## config.mk

```make
export PLATFORM = sky130hd
export DESIGN_NAME = seq_ax_mlp_classifier
export DESIGN_NICKNAME = d
export VERILOG_FILES = /design/src/rtl/seq_ax_mlp_classifier.sv
export SDC_FILE = /design/constraint.sdc
export NUM_CORES = 1
export LEC_CHECK = 0
export ABC_AREA = 1
export CAP_MARGIN = 20
export CORE_MARGIN = 1
export CORE_UTILIZATION = 60
export CTS_CLUSTER_DIAMETER = 60
export CTS_CLUSTER_SIZE = 20
export DETAILED_ROUTE_END_ITERATION = 8
export MAX_ROUTING_LAYER = met4
export PLACE_DENSITY = 0.92
export SYNTH_ARGS = -nofsm -noshare
export SYNTH_HDL_FRONTEND = slang
export SYNTH_SLANG_ARGS = --single-unit
```

## constraint.sdc

```tcl
create_clock -name clk -period 10 [get_ports clk]
set_input_delay 1.5 -clock clk [delete_from_list [all_inputs] [get_ports clk]]
set_output_delay 1.5 -clock clk [all_outputs]
set_load 0.02 [all_outputs]
```

## src/rtl/seq_ax_mlp_classifier.sv

```systemverilog
// Time-multiplexed two-layer MLP classifier built around one shared MAC.
// Weights and biases stream from a combinational ROM; the result is an argmax class.
module seq_ax_mlp_classifier #(
    parameter int NI       = 11,
    parameter int IW       = 4,
    parameter int NH       = 4,
    parameter int NO       = 7,
    parameter int WW       = 8,
    parameter int AW       = 16,
    parameter int HW       = 8,
    parameter int AX_TRUNC = 0,
    parameter int ADW      = 7,
    parameter int CW       = 3
) (
    input  logic               clk,
    input  logic               rst_n,
    input  logic               in_valid,
    output logic               in_ready,
    input  logic [NI*IW-1:0]   inp,
    output logic [ADW-1:0]     w_addr,
    input  logic [WW-1:0]      w_data,
    output logic               out_valid,
    input  logic               out_ready,
    output logic [CW-1:0]      out_class,
    output logic [AW-2:0]      out_score,
    output logic               busy
);

    localparam int XW      = (IW > HW) ? IW : HW;
    localparam int PW      = WW - 1 + XW;
    localparam int KW      = $clog2(((NI > NH) ? NI : NH) + 2);
    localparam int NW      = $clog2(((NH > NO) ? NH : NO) + 1);
    localparam int L1_BASE = NH * (NI + 1);
    localparam logic [PW-1:0] TMASK = {PW{1'b1}} << AX_TRUNC;

    typedef enum logic [1:0] {IDLE, L0, L1, DONE} state_t;

    state_t            state_q, state_d;
    logic [NW-1:0]     idx_q, idx_d;
    logic [KW-1:0]     k_q, k_d;
    logic [AW-1:0]     acc_q, acc_d;
    logic [NI*IW-1:0]  x_q, x_d;
    logic [HW-1:0]     hid_q [NH];
    logic [HW-1:0]     hid_d [NH];
    logic [CW-1:0]     cls_q, cls_d;
    logic [AW-2:0]     score_q, score_d;

    logic [KW-1:0]     kk;
    logic [XW-1:0]     xop;
    logic [WW-2:0]     mag;
    logic [PW-1:0]     prod;
    logic [AW-1:0]     pext;
    logic [AW-1:0]     bias;
    logic [HW-1:0]     hsat;
    logic [AW-2:0]     s;
    logic              wb;
    int                j;

    // Shared datapath: operand select, magnitude product, truncation, address.
    always_comb begin
        kk  = k_q - 1'b1;
        xop = '0;
        for (int i = 0; i < NI; i++)
            if (state_q == L0 && kk == KW'(i)) xop = XW'(x_q[i*IW +: IW]);
        for (int i = 0; i < NH; i++)
            if (state_q == L1 && kk == KW'(i)) xop = XW'(hid_q[i]);

        mag  = w_data[WW-1] ? (~w_data[WW-2:0] + 1'b1) : w_data[WW-2:0];
        prod = (PW'(mag) * PW'(xop)) & TMASK;
        pext = AW'(prod);
        bias = {{(AW-WW){w_data[WW-1]}}, w_data};

        hsat = acc_q[AW-1] ? '0 :
               (|acc_q[AW-2:HW]) ? '1 : acc_q[HW-1:0];
        s    = acc_q[AW-1] ? '0 : acc_q[AW-2:0];

        wb = (state_q == L0 && k_q == KW'(NI + 1)) ||
             (state_q == L1 && k_q == KW'(NH + 1));

        j = (k_q == '0) ? NI : int'(kk);
        if (state_q == L1 && k_q == '0) j = NH;

        case (state_q)
            L0:      w_addr = ADW'(int'(idx_q) * (NI + 1) + j);
            L1:      w_addr = ADW'(L1_BASE + int'(idx_q) * (NH + 1) + j);
            default: w_addr = '0;
        endcase
    end

    always_comb begin
        state_d = state_q;
        idx_d   = idx_q;
        k_d     = k_q;
        acc_d   = acc_q;
        x_d     = x_q;
        hid_d   = hid_q;
        cls_d   = cls_q;
        score_d = score_q;

        case (state_q)
            IDLE: begin
                if (in_valid) begin
                    x_d     = inp;
                    idx_d   = '0;
                    k_d     = '0;
                    acc_d   = '0;
                    state_d = L0;
                end
            end
            L0, L1: begin
                if (k_q == '0)
                    acc_d = bias;
                else if (!wb)
                    acc_d = w_data[WW-1] ? acc_q - pext : acc_q + pext;

                if (!wb) begin
                    k_d = k_q + 1'b1;
                end else begin
                    k_d = '0;
                    if (state_q == L0) begin
                        for (int i = 0; i < NH; i++)
                            if (idx_q == NW'(i)) hid_d[i] = hsat;
                        if (idx_q == NW'(NH - 1)) begin
                            idx_d   = '0;
                            state_d = L1;
                        end else begin
                            idx_d = idx_q + 1'b1;
                        end
                    end else begin
                        // Strict compare: ties keep the lower class index.
                        if (idx_q == '0 || s > score_q) begin
                            score_d = s;
                            cls_d   = CW'(idx_q);
                        end
                        if (idx_q == NW'(NO - 1)) begin
                            idx_d   = '0;
                            state_d = DONE;
                        end else begin
                            idx_d = idx_q + 1'b1;
                        end
                    end
                end
            end
            DONE: begin
                if (out_ready) state_d = IDLE;
            end
            default: state_d = IDLE;
        endcase
    end

    always_ff @(posedge clk or negedge rst_n) begin
        if (!rst_n) begin
            state_q <= IDLE;
            idx_q   <= '0;
            k_q     <= '0;
            acc_q   <= '0;
            x_q     <= '0;
            cls_q   <= '0;
            score_q <= '0;
            for (int i = 0; i < NH; i++) hid_q[i] <= '0;
        end else begin
            state_q <= state_d;
            idx_q   <= idx_d;
            k_q     <= k_d;
            acc_q   <= acc_d;
            x_q     <= x_d;
            cls_q   <= cls_d;
            score_q <= score_d;
            hid_q   <= hid_d;
        end
    end

    assign in_ready  = (state_q == IDLE);
    assign out_valid = (state_q == DONE);
    assign busy      = (state_q == L0) || (state_q == L1);
    assign out_class = cls_q;
    assign out_score = score_q;

endmodule

```

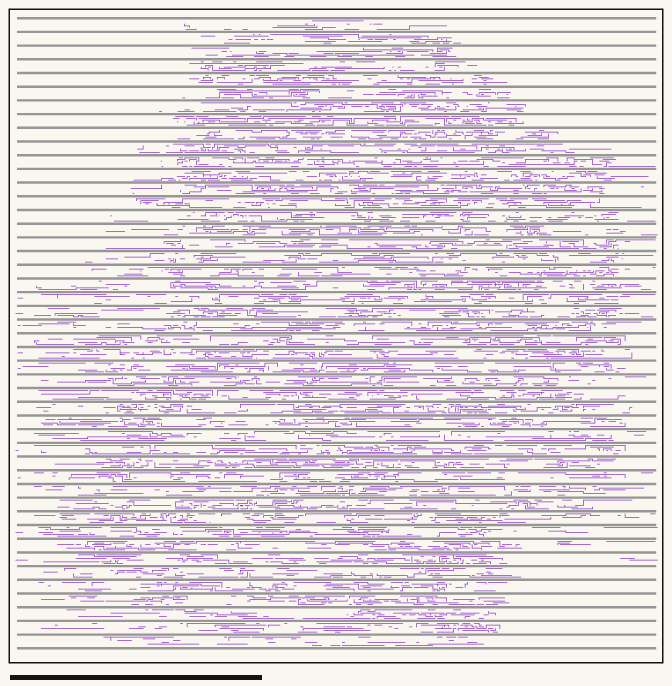
(met1 routing)
Bar = 50 µm. Supply wires on this layer in grey.
The layer carries 10200 µm of wire. The layer holds 39% of the routed length. The wires run mostly horizontal.

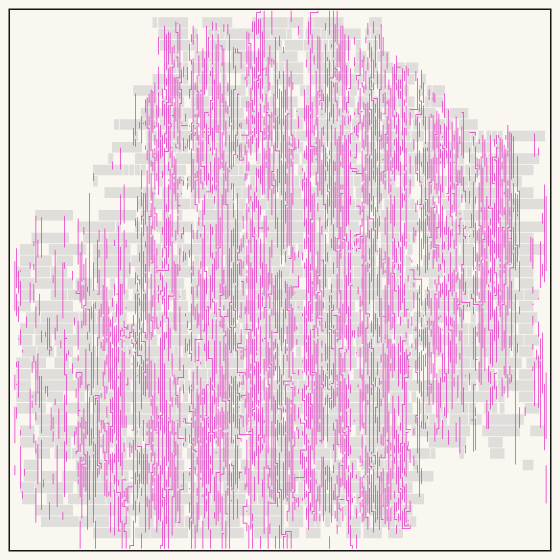
(M2 wires)
The longest straight run is 46.6 µm. The layer holds 49% of the routed length.
DR vias: 8944
GR Util met2: 55.8%
routed wire length: 26200 µm

==> impl_metrics.json <==
{
  "drc": 0,
  "die_x_um": 129,
  "required_ns": 10.32,
  "clockRootBuffer": "clkbuf_16",
  "clock_latency_ns": 0.43,
  "portBuffers": 83,
  "cts_num_sinks": 119,
  "fp_nets": 1380,
  "antenna_found_initial": 0,
  "areaGrowthSynthToFinish_pct": 17.0,
  "max_slew_margin_pct": 29.1,
  "h-tree-depth": 4,
  "cts_tree": "yes",
  "cpMaxStageDelayCell": "fa_1",
  "final-hold-violation-count": 0,
  "routedWlPerCell_um": 17.3,
  "grt_pass1_vias": 9104,
  "rr_startpoint": "k_q[0]",
  "yosysChipArea_um2": 9750,
  "die_h_um": 129,
  "skew_ns": 0.0124,
  "clockBufferDepth": 2,
  "fin_nets": 1470,
  "path_common_cell": "nand2_1",
  "outcome": "finished clean",
  "synth_cell_type_count": 50,
  "max_freq_mhz": 108,
  "hold_class": "reg -> reg",
  "numCtsBuffers": 17,
  "insertedDiodeCount": 0,
  "place_congestion": 0.964,
  "ys_cells": 1196,
  "power_mw": 1.80,
  "drive_above_1_share_pct": 11.6,
  "worstPathMaxFanout": 8
}
==> cell usage after synthesis (9+ instances only) <==
cell type,n,share of area [%]
ha_1,94,12
mux2_2,61,7.0
clkbuf_1,17,0.65
inv_1,205,7.9
o22ai_1,9,0.58
o21ai_0,103,5.3
nand3_1,41,2.1
dfrtp_1,119,31
fa_1,34,7.0
a21oi_1,69,3.5
nor2_1,88,3.4
xor2_1,28,2.5
xnor2_1,14,1.3
nand2_1,203,7.8
==> cell usage in the layout (no fill, tap or decap), types with 17 or more instances in the layout <==
| cell | count |
|---|---|
| inv_1 | 204 |
| nand2_1 | 201 |
| dfrtp_1 | 118 |
| o21ai_0 | 102 |
| ha_1 | 94 |
| nor2_1 | 88 |
| clkdlybuf4s50_1 | 82 |
| a21oi_1 | 69 |
| mux2_2 | 61 |
| nand3_1 | 41 |
| fa_1 | 34 |
| xor2_1 | 28 |
| clkbuf_16 | 17 |
==> per-layer routing <==
layer	routed length (µm)	global-route usage, %	vias up	share of wire (%)
li1	-	-	4073	-
met1	10200	39.6	4245	39
met2	12800	55.8	500	49
met3	2010	6.85	126	7.7
met4	1110	19.5	0	4.2
met5	0	-	-	0
==> cell families after synthesis <==
family | count (synthesis) | synth area share, %
flip-flops | 119 | 30.5
multiplexers | 61 | 7.05
adder cells (fa/ha/maj) | 128 | 19.0
XOR/XNOR | 43 | 4.06
AND-OR/OR-AND | 225 | 12.8
AND/OR/NAND/NOR | 383 | 17.3
buffers and inverters | 237 | 9.25
==> final cells by class <==
| cell class | count | share of cell area (%) |
|---|---|---|
| sequential | 119 | 26.1 |
| tap | 216 | 2.37 |
| timing repair buffer | 94 | 7.96 |
| inverter | 214 | 7.04 |
| multi-input combinational | 840 | 51.6 |
| clock buffer | 17 | 3.73 |
| clock inverter | 14 | 1.20 |
==> worst paths after layout <==
kind | to | slack (ns) | depth (start not counted)
max | acc_q[15] | 0.78 | 54
min | out_class[0] | 0.50 | 2
max reg2reg | acc_q[15] | 0.78 | 54
min reg2reg | out_class[0] | 0.50 | 2
max in group asynchronous | k_q[1] | 7.57 | 2
min in group asynchronous | hid_q[23] | 1.19 | 1
==> state kept, by name, indices dropped and copies added (netlist names) <==
signal and cells:
acc_q 16, hid_q 32, idx_q 3, k_q 4
out_class 3, out_score 15, state_q 2, x_q 44
==> stage by stage <==
step | hold WS (ns) | setup WS [ns] | cells
final | 0.496 | 0.780 | 1514
after CTS | 0.501 | 0.743 | 1512
after global placement | 0.481 | 0.794 | 1480
after detailed placement | 0.487 | 0.572 | 1481
after global routing | 0.518 | -0.0126 | 1514
after floorplan | 0.471 | 1.80 | 1196
==> power by group <==
group	total, mW	leakage [nW]	switching (mW)	internal (mW)
clock	0.597	0.268	0.251	0.346
combinational	0.590	4.06	0.364	0.226
sequential	0.617	1.52	0.0573	0.560
==> worst max-delay path: cells and delay by family, from the launching register on <==
kind	cells	cell delay, ns
and+or+nand+nor	24	2.44
xor gates and xnor gates	4	0.88
AOI/OAI and AO/OA	11	1.61
adders and majority gates	7	3.10
DFF	1	0.46
buffers and inverters	8	0.60
==> timing repair <==
action,CTS,global route
endpoints found under the setup margin,0,1
resized,0,5
buffers inserted,0,0
No activity file was given, so power comes from the tool's default toggle rates.
